$ cat src/rtl/data_write_buffer_pkg.sv
// Shared types for the posted-store write buffer: entry layout and lane-mask helper.
// Optional forwarding is selected with the WBUF_FWD_EN macro (see data_write_buffer.sv).
package data_write_buffer_pkg;

  localparam int ADDR_W = 32;
  localparam int DATA_W = 32;
  localparam int BYTES  = DATA_W / 8;
  localparam int WORD_W = ADDR_W - 2;

  typedef struct packed {
    logic [WORD_W-1:0] word;
    logic [BYTES-1:0]  sel;
    logic [DATA_W-1:0] data;
  } wbuf_entry_t;

  function automatic logic [DATA_W-1:0] lane_mask(input logic [BYTES-1:0] sel);
    logic [DATA_W-1:0] m;
    m = '0;
    for (int b = 0; b < BYTES; b++) begin
      m[b*8 +: 8] = {8{sel[b]}};
    end
    return m;
  endfunction

endpackage

$ cat src/rtl/data_write_buffer_if.sv
// CPU data port, RAM port and flush/status signals of the write buffer.
// slave = buffer side, master = CPU/RAM side.
interface data_write_buffer_if
  import data_write_buffer_pkg::*;
#(
  parameter int DEPTH = 4
);
  localparam int CNT_W = $clog2(DEPTH + 1);

  logic              cpu_cen;
  logic              cpu_wen;
  logic [ADDR_W-1:0] cpu_addr;
  logic [BYTES-1:0]  cpu_byte_sel;
  logic [DATA_W-1:0] cpu_sdata;
  logic [DATA_W-1:0] cpu_ldata;
  logic              cpu_stall;
  logic              flush;
  logic              empty;
  logic [CNT_W-1:0]  count;
  logic              ram_cen;
  logic              ram_wen;
  logic [ADDR_W-1:0] ram_addr;
  logic [BYTES-1:0]  ram_byte_sel;
  logic [DATA_W-1:0] ram_sdata;
  logic [DATA_W-1:0] ram_ldata;

  modport slave (
    input  cpu_cen, cpu_wen, cpu_addr, cpu_byte_sel, cpu_sdata, flush, ram_ldata,
    output cpu_ldata, cpu_stall, empty, count,
    output ram_cen, ram_wen, ram_addr, ram_byte_sel, ram_sdata
  );

  modport master (
    output cpu_cen, cpu_wen, cpu_addr, cpu_byte_sel, cpu_sdata, flush, ram_ldata,
    input  cpu_ldata, cpu_stall, empty, count,
    input  ram_cen, ram_wen, ram_addr, ram_byte_sel, ram_sdata
  );

endinterface

$ cat src/rtl/data_write_buffer_match.sv
// Load-vs-pending-store hazard detection: per-entry hit vector and the youngest hit,
// found by walking backwards from the tail pointer.
module data_write_buffer_match
  import data_write_buffer_pkg::*;
#(
  parameter int DEPTH = 4,
  parameter int PTR_W = $clog2(DEPTH)
) (
  input  wbuf_entry_t       i_entries [DEPTH],
  input  logic [DEPTH-1:0]  i_valid,
  input  logic [WORD_W-1:0] i_word,
  input  logic [BYTES-1:0]  i_sel,
  input  logic [PTR_W-1:0]  i_tail,
  output logic [DEPTH-1:0]  o_hit_vec,
  output logic              o_any_hit,
  output logic [PTR_W-1:0]  o_young_idx,
  output logic              o_young_covers
);

  genvar gi;
  generate
    for (gi = 0; gi < DEPTH; gi++) begin : g_hit
      assign o_hit_vec[gi] = i_valid[gi] && (i_entries[gi].word == i_word) &&
                             (|(i_entries[gi].sel & i_sel));
    end
  endgenerate

  assign o_any_hit = |o_hit_vec;

  // Oldest-to-youngest scan so the last assignment is the most recent store.
  always_comb begin
    o_young_idx = '0;
    for (int i = DEPTH - 1; i >= 0; i--) begin
      if (o_hit_vec[i_tail - PTR_W'(i + 1)]) begin
        o_young_idx = i_tail - PTR_W'(i + 1);
      end
    end
  end

  assign o_young_covers = ((i_entries[o_young_idx].sel & i_sel) == i_sel);

endmodule

$ cat src/rtl/data_write_buffer.sv
// Posted-store FIFO between the CPU data port and data RAM; loads bypass unless they hit.
// Define WBUF_FWD_EN to forward fully-covered load hits from the youngest pending store.
module data_write_buffer
  import data_write_buffer_pkg::*;
#(
  parameter int DEPTH = 4
) (
  input logic               i_clk,
  input logic               i_rst,
  data_write_buffer_if.slave io_bus
);

  localparam int PTR_W = $clog2(DEPTH);
  localparam int CNT_W = $clog2(DEPTH + 1);

  wbuf_entry_t      r_entries [DEPTH];
  logic [DEPTH-1:0] r_valid;
  logic [PTR_W-1:0] r_head;
  logic [PTR_W-1:0] r_tail;
  logic [CNT_W-1:0] r_count;

  logic              w_load;
  logic              w_store;
  logic              w_full;
  logic              w_empty;
  logic              w_load_ram;
  logic              w_load_fwd;
  logic              w_enq;
  logic              w_drain;
  logic [DEPTH-1:0]  w_hit_vec;
  logic              w_any_hit;
  logic [PTR_W-1:0]  w_young_idx;
  logic              w_young_covers;
  logic [DATA_W-1:0] w_fwd_data;
  wbuf_entry_t       w_head_entry;

  data_write_buffer_match #(
    .DEPTH (DEPTH),
    .PTR_W (PTR_W)
  ) u_match (
    .i_entries      (r_entries),
    .i_valid        (r_valid),
    .i_word         (io_bus.cpu_addr[ADDR_W-1:2]),
    .i_sel          (io_bus.cpu_byte_sel),
    .i_tail         (r_tail),
    .o_hit_vec      (w_hit_vec),
    .o_any_hit      (w_any_hit),
    .o_young_idx    (w_young_idx),
    .o_young_covers (w_young_covers)
  );

  assign w_load  = io_bus.cpu_cen & ~io_bus.cpu_wen;
  assign w_store = io_bus.cpu_cen &  io_bus.cpu_wen;
  // Registered count only: a drain in the same cycle does not free a slot for a store.
  assign w_full  = (r_count == CNT_W'(DEPTH));
  assign w_empty = (r_count == '0);

`ifdef WBUF_FWD_EN
  assign w_load_fwd = w_load & ~io_bus.flush & w_any_hit & w_young_covers;
  assign w_fwd_data = r_entries[w_young_idx].data & lane_mask(io_bus.cpu_byte_sel);
`else
  assign w_load_fwd = 1'b0;
  assign w_fwd_data = '0;
  logic w_unused_fwd;
  assign w_unused_fwd = &{1'b0, w_young_idx, w_young_covers, w_hit_vec};
`endif

  assign w_load_ram   = w_load & ~io_bus.flush & ~w_any_hit;
  assign w_enq        = w_store & ~w_full & ~io_bus.flush;
  assign w_drain      = ~w_load_ram & ~w_empty;
  assign w_head_entry = r_entries[r_head];

  always_comb begin
    io_bus.cpu_stall    = (w_store & (w_full | io_bus.flush)) |
                          (w_load & ~w_load_ram & ~w_load_fwd);
    io_bus.cpu_ldata    = '0;
    io_bus.ram_cen      = 1'b0;
    io_bus.ram_wen      = 1'b0;
    io_bus.ram_addr     = '0;
    io_bus.ram_byte_sel = '0;
    io_bus.ram_sdata    = '0;
    if (w_load_ram) begin
      io_bus.ram_cen      = 1'b1;
      io_bus.ram_addr     = io_bus.cpu_addr;
      io_bus.ram_byte_sel = io_bus.cpu_byte_sel;
      io_bus.cpu_ldata    = io_bus.ram_ldata;
    end else if (w_drain) begin
      io_bus.ram_cen      = 1'b1;
      io_bus.ram_wen      = 1'b1;
      io_bus.ram_addr     = {w_head_entry.word, 2'b00};
      io_bus.ram_byte_sel = w_head_entry.sel;
      io_bus.ram_sdata    = w_head_entry.data;
    end
    if (w_load_fwd) begin
      io_bus.cpu_ldata = w_fwd_data;
    end
  end

  assign io_bus.empty = w_empty;
  assign io_bus.count = r_count;

  always_ff @(posedge i_clk or posedge i_rst) begin
    if (i_rst) begin
      r_head  <= '0;
      r_tail  <= '0;
      r_count <= '0;
      r_valid <= '0;
    end else begin
      if (w_enq) begin
        r_valid[r_tail] <= 1'b1;
        r_tail          <= r_tail + PTR_W'(1);
      end
      if (w_drain) begin
        r_valid[r_head] <= 1'b0;
        r_head          <= r_head + PTR_W'(1);
      end
      r_count <= r_count + CNT_W'(w_enq) - CNT_W'(w_drain);
    end
  end

  // Payload needs no reset; r_valid and the pointers decide what is live.
  always_ff @(posedge i_clk) begin
    if (w_enq) begin
      r_entries[r_tail] <= '{word: io_bus.cpu_addr[ADDR_W-1:2],
                             sel:  io_bus.cpu_byte_sel,
                             data: io_bus.cpu_sdata};
    end
  end

endmodule

$ cat src/flat_wrapper.sv
// flat-port wrapper written by rule: the top's interface ports become plain ports
module data_write_buffer_flat import data_write_buffer_pkg::*;
#(
  parameter int DEPTH = 4
)
  (i_clk, i_rst, io_bus_cpu_cen, io_bus_cpu_wen, io_bus_cpu_addr, io_bus_cpu_byte_sel, io_bus_cpu_sdata, io_bus_flush, io_bus_ram_ldata, io_bus_cpu_ldata, io_bus_cpu_stall, io_bus_empty, io_bus_count, io_bus_ram_cen, io_bus_ram_wen, io_bus_ram_addr, io_bus_ram_byte_sel, io_bus_ram_sdata);
  data_write_buffer_if #(.DEPTH(DEPTH)) io_bus_i ();
  input logic i_clk;
  input logic i_rst;
  input wire logic [$bits(io_bus_i.cpu_cen)-1:0] io_bus_cpu_cen;
  input wire logic [$bits(io_bus_i.cpu_wen)-1:0] io_bus_cpu_wen;
  input wire logic [$bits(io_bus_i.cpu_addr)-1:0] io_bus_cpu_addr;
  input wire logic [$bits(io_bus_i.cpu_byte_sel)-1:0] io_bus_cpu_byte_sel;
  input wire logic [$bits(io_bus_i.cpu_sdata)-1:0] io_bus_cpu_sdata;
  input wire logic [$bits(io_bus_i.flush)-1:0] io_bus_flush;
  input wire logic [$bits(io_bus_i.ram_ldata)-1:0] io_bus_ram_ldata;
  output wire logic [$bits(io_bus_i.cpu_ldata)-1:0] io_bus_cpu_ldata;
  output wire logic [$bits(io_bus_i.cpu_stall)-1:0] io_bus_cpu_stall;
  output wire logic [$bits(io_bus_i.empty)-1:0] io_bus_empty;
  output wire logic [$bits(io_bus_i.count)-1:0] io_bus_count;
  output wire logic [$bits(io_bus_i.ram_cen)-1:0] io_bus_ram_cen;
  output wire logic [$bits(io_bus_i.ram_wen)-1:0] io_bus_ram_wen;
  output wire logic [$bits(io_bus_i.ram_addr)-1:0] io_bus_ram_addr;
  output wire logic [$bits(io_bus_i.ram_byte_sel)-1:0] io_bus_ram_byte_sel;
  output wire logic [$bits(io_bus_i.ram_sdata)-1:0] io_bus_ram_sdata;
  assign io_bus_i.cpu_cen = io_bus_cpu_cen;
  assign io_bus_i.cpu_wen = io_bus_cpu_wen;
  assign io_bus_i.cpu_addr = io_bus_cpu_addr;
  assign io_bus_i.cpu_byte_sel = io_bus_cpu_byte_sel;
  assign io_bus_i.cpu_sdata = io_bus_cpu_sdata;
  assign io_bus_i.flush = io_bus_flush;
  assign io_bus_i.ram_ldata = io_bus_ram_ldata;
  assign io_bus_cpu_ldata = io_bus_i.cpu_ldata;
  assign io_bus_cpu_stall = io_bus_i.cpu_stall;
  assign io_bus_empty = io_bus_i.empty;
  assign io_bus_count = io_bus_i.count;
  assign io_bus_ram_cen = io_bus_i.ram_cen;
  assign io_bus_ram_wen = io_bus_i.ram_wen;
  assign io_bus_ram_addr = io_bus_i.ram_addr;
  assign io_bus_ram_byte_sel = io_bus_i.ram_byte_sel;
  assign io_bus_ram_sdata = io_bus_i.ram_sdata;
  data_write_buffer #(.DEPTH(DEPTH)) u_core (.i_clk(i_clk), .i_rst(i_rst), .io_bus(io_bus_i));
endmodule
$ cat config.mk
export PLATFORM = sky130hd
export DESIGN_NAME = data_write_buffer_flat
export DESIGN_NICKNAME = d
export VERILOG_FILES = /design/src/rtl/data_write_buffer_pkg.sv /design/src/rtl/data_write_buffer_if.sv /design/src/rtl/data_write_buffer_match.sv /design/src/rtl/data_write_buffer.sv /design/src/flat_wrapper.sv
export SDC_FILE = /design/constraint.sdc
export NUM_CORES = 1
export LEC_CHECK = 0
export CAP_MARGIN = 20
export CORE_MARGIN = 8
export CORE_UTILIZATION = 58
export DETAILED_ROUTE_END_ITERATION = 10
export PLACE_DENSITY = 0.95
export SYNTH_ARGS = -nofsm -noshare
export SYNTH_HDL_FRONTEND = slang
export SYNTH_SLANG_ARGS = --single-unit
$ cat constraint.sdc
create_clock -name i_clk -period 7.11 [get_ports i_clk]
set_input_delay 1.422 -clock i_clk [delete_from_list [all_inputs] [get_ports i_clk]]
set_output_delay 1.422 -clock i_clk [all_outputs]
set_load 0.05 [all_outputs]
### The metal 1 layer, run 1

Cells faint in the background.
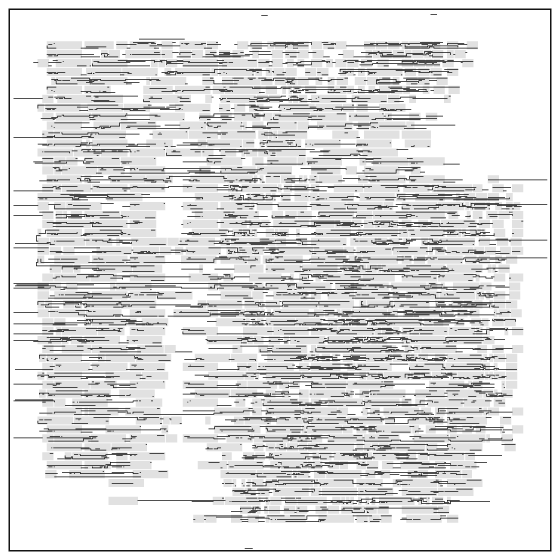
main direction: horizontal
nets with wire on the layer: 1012
wire length on this layer: 11500 µm

### Metal 2, run 1

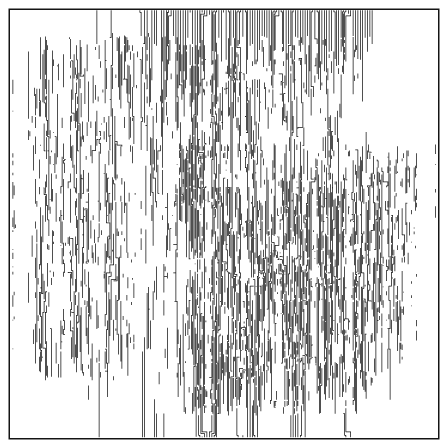
wire length on this layer: 15900 µm
main direction: vertical
share of all routed wire: 51%
longest straight run: 59.2 µm

==> run_results.csv, run 1 <==
group,metric,value,unit
final_timing,max_slew.worst_pin.slew,1.073,ns
floorplan,row_count,54,
synth,ys_cells,798,
cells_and_area,fin_area,16110,µm²
synth,ys.flop_type,"edfxtp_1",
synth,ys_area,12780,µm²
final_timing,hold_slack,0.4990,ns
final_timing,post-route-period-util,98.21,%
detailed_routing,dr_wl_met3,2.710,mm
cells_and_area,insertedDiodeCount,1,
floorplan,tap_cells,280,
place,place_area,15150,µm²
power,p_leak,5.457,nW
cells_and_area,logic_gate_count,415,
outcome,outcome,"complete, no violations",
detailed_routing,drt_iter0_drc,582,
worst_setup_path,crit_path_end,"io_bus_ram_addr[8]",
detailed_routing,vias,7548,
worst_setup_path,path_class,"input pin to output port",
final_timing,slew_headroom,28.46,%
final_timing,fin_skew,0.02067,ns
### M4 wires, run 1

Cells faint in the background.
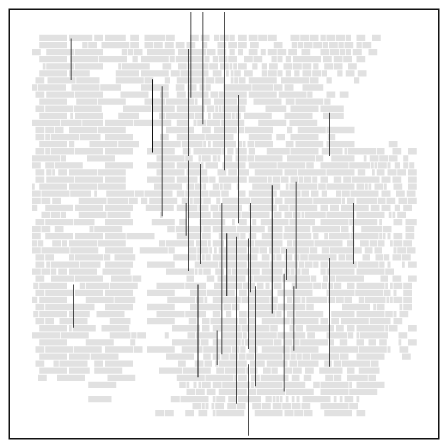
nets with wire on the layer: 23
wire length on this layer: 1010 µm
longest straight run: 63.9 µm

### Routing congestion map, run 1

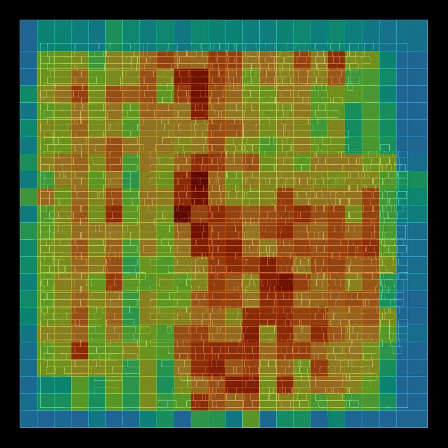
Final Core Density: 74.05%
met2 Usage GRT: 38.22%

## run 1: worst max-delay path, cell delays in order
cell,delay (ns)
clkdlybuf4s50_1,0.67
xnor2_1,0.42
nand4_1,0.17
nor4_1,0.44
nand4_1,0.22
o41ai_4,0.57
nor2_4,0.26
buf_12,0.27
mux2i_1,0.23
clkdlybuf4s50_1,0.84
## run 1: where the power goes
part           internal (W)  total [W]  leakage, nW  switching, W
clock network      0.000872    0.00144        0.444      0.000563
logic               0.00104    0.00264         2.50       0.00160
registers           0.00190    0.00204         2.52      0.000141
## run 1: cells in the final DEF, fill, tap and decap left out, types with 24 or more instances in the layout
master and n:
clkbuf_16 27, nand2_1 39, mux4_2 66, clkdlybuf4s50_1 209
and2_1 34, mux2i_1 34, xnor2_1 105, nor2b_1 32
nand4_1 24, edfxtp_1 264, inv_1 47
==> run 2, diff against run 1 <==
--- a/config.mk
+++ b/config.mk
@@ -6,10 +6,10 @@
 export NUM_CORES = 1
 export LEC_CHECK = 0
 export CAP_MARGIN = 20
-export CORE_MARGIN = 8
+export CORE_MARGIN = 2
 export CORE_UTILIZATION = 58
 export DETAILED_ROUTE_END_ITERATION = 10
-export PLACE_DENSITY = 0.95
+export PLACE_DENSITY = 0.84
 export SYNTH_ARGS = -nofsm -noshare
 export SYNTH_HDL_FRONTEND = slang
 export SYNTH_SLANG_ARGS = --single-unit
### Routing congestion map, run 2

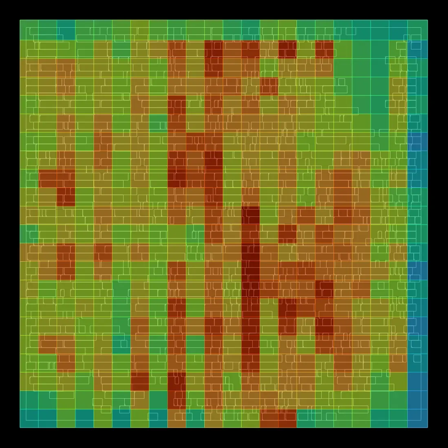
global-route layer with the greatest usage: met2
All-Layer GR Usage: 25.00%

==> run_results.csv, run 2 <==
group,metric,value,unit
outcome,outcome,"complete, no violations",
power,switching_share,38.51,%
worst_setup_path,crit_family,"buffers and inverters",
synth,ys_cells,798,
power,pwr-share-comb,43.4,%
final_timing,fin_skew,0.005516,ns
cells_and_area,lay_top_count,"edfxtp_1",
worst_setup_path,crit_path_end,"io_bus_ram_addr[21]",
final_timing,hold_slack,0.4900,ns
synth,largest_area_cell,"edfxtp_1",
detailed_routing,drt_iter0_drc,703,
final_timing,max_slew.worst_pin.slew,1.091,ns
global_route,grt_use_met2,42.08,%
power,p_leak,5.389,nW
worst_setup_path,cp_slowest_cell,"clkdlybuf4s50_1",
worst_setup_path,crit_cells,10,
synth,synth_area_per_cell,16.01,µm²
power,power_frac_seq,34.8,%
power,p_int,0.003656,W
detailed_routing,dr_wl_met3,2.500,mm
final_timing,post-route-period-util,94.35,%
synth,ys.flop_type,"edfxtp_1",
worst_setup_path,path_class,"input pin to output port",
power,p_clk_share,21.8,%
cells_and_area,final_cell_mix,"edfxtp_1 (264), clkdlybuf4s50_1 (208), xnor2_1 (105)",
synth,ys_area,12780,µm²
floorplan,row_count,54,
final_timing,slew_headroom,27.28,%
worst_setup_path,crit_chain,"clkdlybuf4s50_1 -> xnor2_1 -> nand4_1 -> nor4_1 -> nand4_1 -> o41ai_4 -> nor2_4 -> buf_4 -> mux2i_1 -> clkdlybuf4s50_1",
worst_setup_path,path_buffers,3,
### The metal 1 layer, run 2

Cells faint in the background.
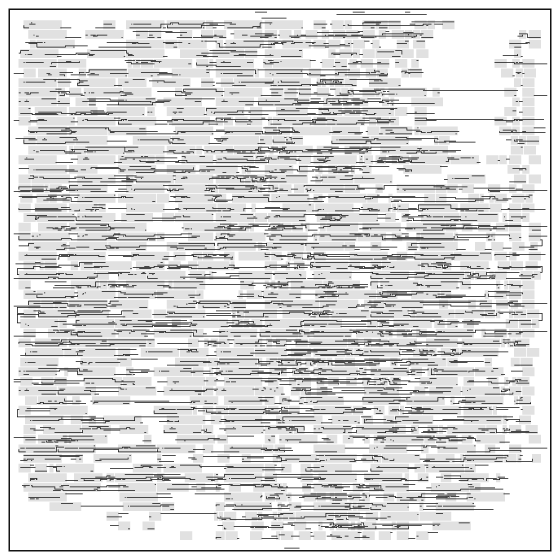
share of all routed wire: 39%
wire length on this layer: 11600 µm
longest straight run: 35.9 µm
nets with wire on the layer: 988
main direction: horizontal
vias post-DR: 7506
final wirelength: 29.61 mm
met1 Use GR: 34.16%

==> run 2: power by group through the flow <==
stage                     logic, W  registers (W)  clock network (W)
after global placement     0.00256        0.00210                  0
after CTS                  0.00260        0.00207            0.00131
after detailed placement   0.00258        0.00210                  0
final                      0.00258        0.00207            0.00130
after global routing       0.00270        0.00209            0.00137
after floorplan            0.00184        0.00201                  0
==> run 2: final cells by class <==
type	count	area [µm²]	area share [%]
Inverter	47	176.4	1.105
Sequential cell	275	8208	51.41
Tap cell	280	350.3	2.194
Timing Repair Buffer	234	2290	14.34
Clock buffer	33	698.2	4.373
Clock inverter	15	96.34	0.6034
Multi-Input combinational cell	416	4146	25.97
==> run 3, diff against run 2 <==
--- a/config.mk
+++ b/config.mk
@@ -10,6 +10,7 @@
 export CORE_UTILIZATION = 58
 export DETAILED_ROUTE_END_ITERATION = 10
 export PLACE_DENSITY = 0.84
+export RECOVER_POWER = 50
 export SYNTH_ARGS = -nofsm -noshare
 export SYNTH_HDL_FRONTEND = slang
 export SYNTH_SLANG_ARGS = --single-unit
### The metal 1 layer, run 3

Cells faint in the background.
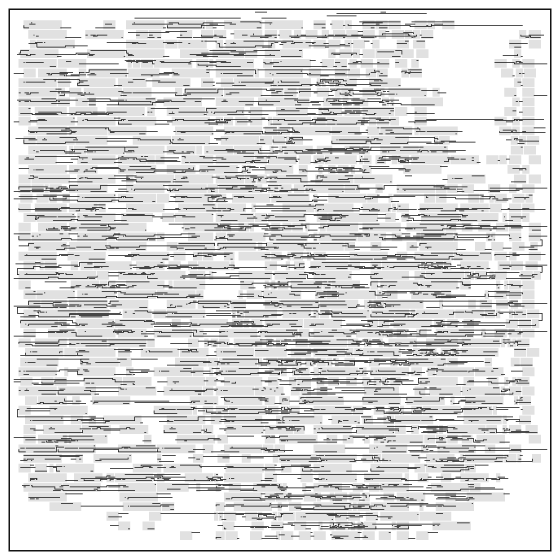
main direction: horizontal
nets with wire on the layer: 996
wire length on this layer: 11800 µm
share of all routed wire: 40%
longest straight run: 35.9 µm

==> run_results.csv, run 3 <==
group,metric,value,unit
synth,ys_cells,798,
global_route,busiest_layer,"met2",
cells_and_area,logic_gate_count,416,
final_timing,slew_headroom,-72.48,%
outcome,outcome,"finished with violations",
power,pwr-share-comb,43.3,%
detailed_routing,vias,7524,
cells_and_area,n_clock_buffer,33,
worst_setup_path,crit_cells,10,
synth,synth_area_per_cell,16.01,µm²
cells_and_area,insertedDiodeCount,4,
detailed_routing,routed_wl,29.65,mm
power,p_int,0.003647,W
detailed_routing,dr_wl_met3,2.262,mm
cells_and_area,seq_share,51.48,%
cells_and_area,final_cell_mix,"edfxtp_1 (264), clkdlybuf4s50_1 (140), xnor2_1 (105)",
final_timing,final-max-slew-violation-count,62,
run,maxCapViolations,2,
cells_and_area,buffers,234,
outcome,violations,"max-capacitance violations, max-slew violations",
worst_setup_path,critical_path.most_common_cell,"nand4_1",
worst_setup_path,crit_path_end,"io_bus_ram_addr[2]",
synth,ys_area,12780,µm²
power,power_frac_seq,34.8,%
### M4 wires, run 3

Cells faint in the background.
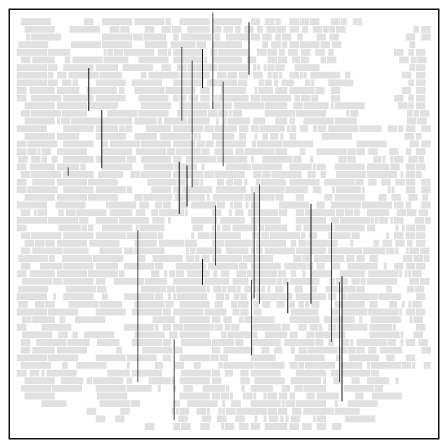
longest straight run: 53.7 µm
main direction: vertical
share of all routed wire: 2.1%
nets with wire on the layer: 15
wire length on this layer: 624 µm

[run 3: netlist changes by cell type in the layout (fill, tap and decap cells not counted)]
| cell | change |
|---|---|
| and2_0 | +3 |
| and2_2 | -3 |
| buf_4 | -7 |
| clkbuf_1 | +7 |
| clkdlybuf4s50_1 | -68 |
| diode_2 | +4 |
| dlygate4sd3_1 | +68 |
[run 3: metrics by stage]
stage | hold WS [ns] | instances | cell area (µm²) | util (%) | worst slack (ns)
after floorplan | 0.4597 | 798 | 12780 | - | 1.868
after global placement | 0.4692 | 1248 | 15140 | 69.82 | 0.3234
after detailed placement | 0.4780 | 1248 | 15140 | 69.82 | 0.2138
after CTS | 0.4930 | 1296 | 15940 | 73.48 | 0.2141
after global routing | 0.5267 | 1302 | 15940 | 73.50 | 0.07719
final | 0.4914 | 1304 | 15950 | 73.52 | 0.3426
Power and IR drop assume default switching activity.
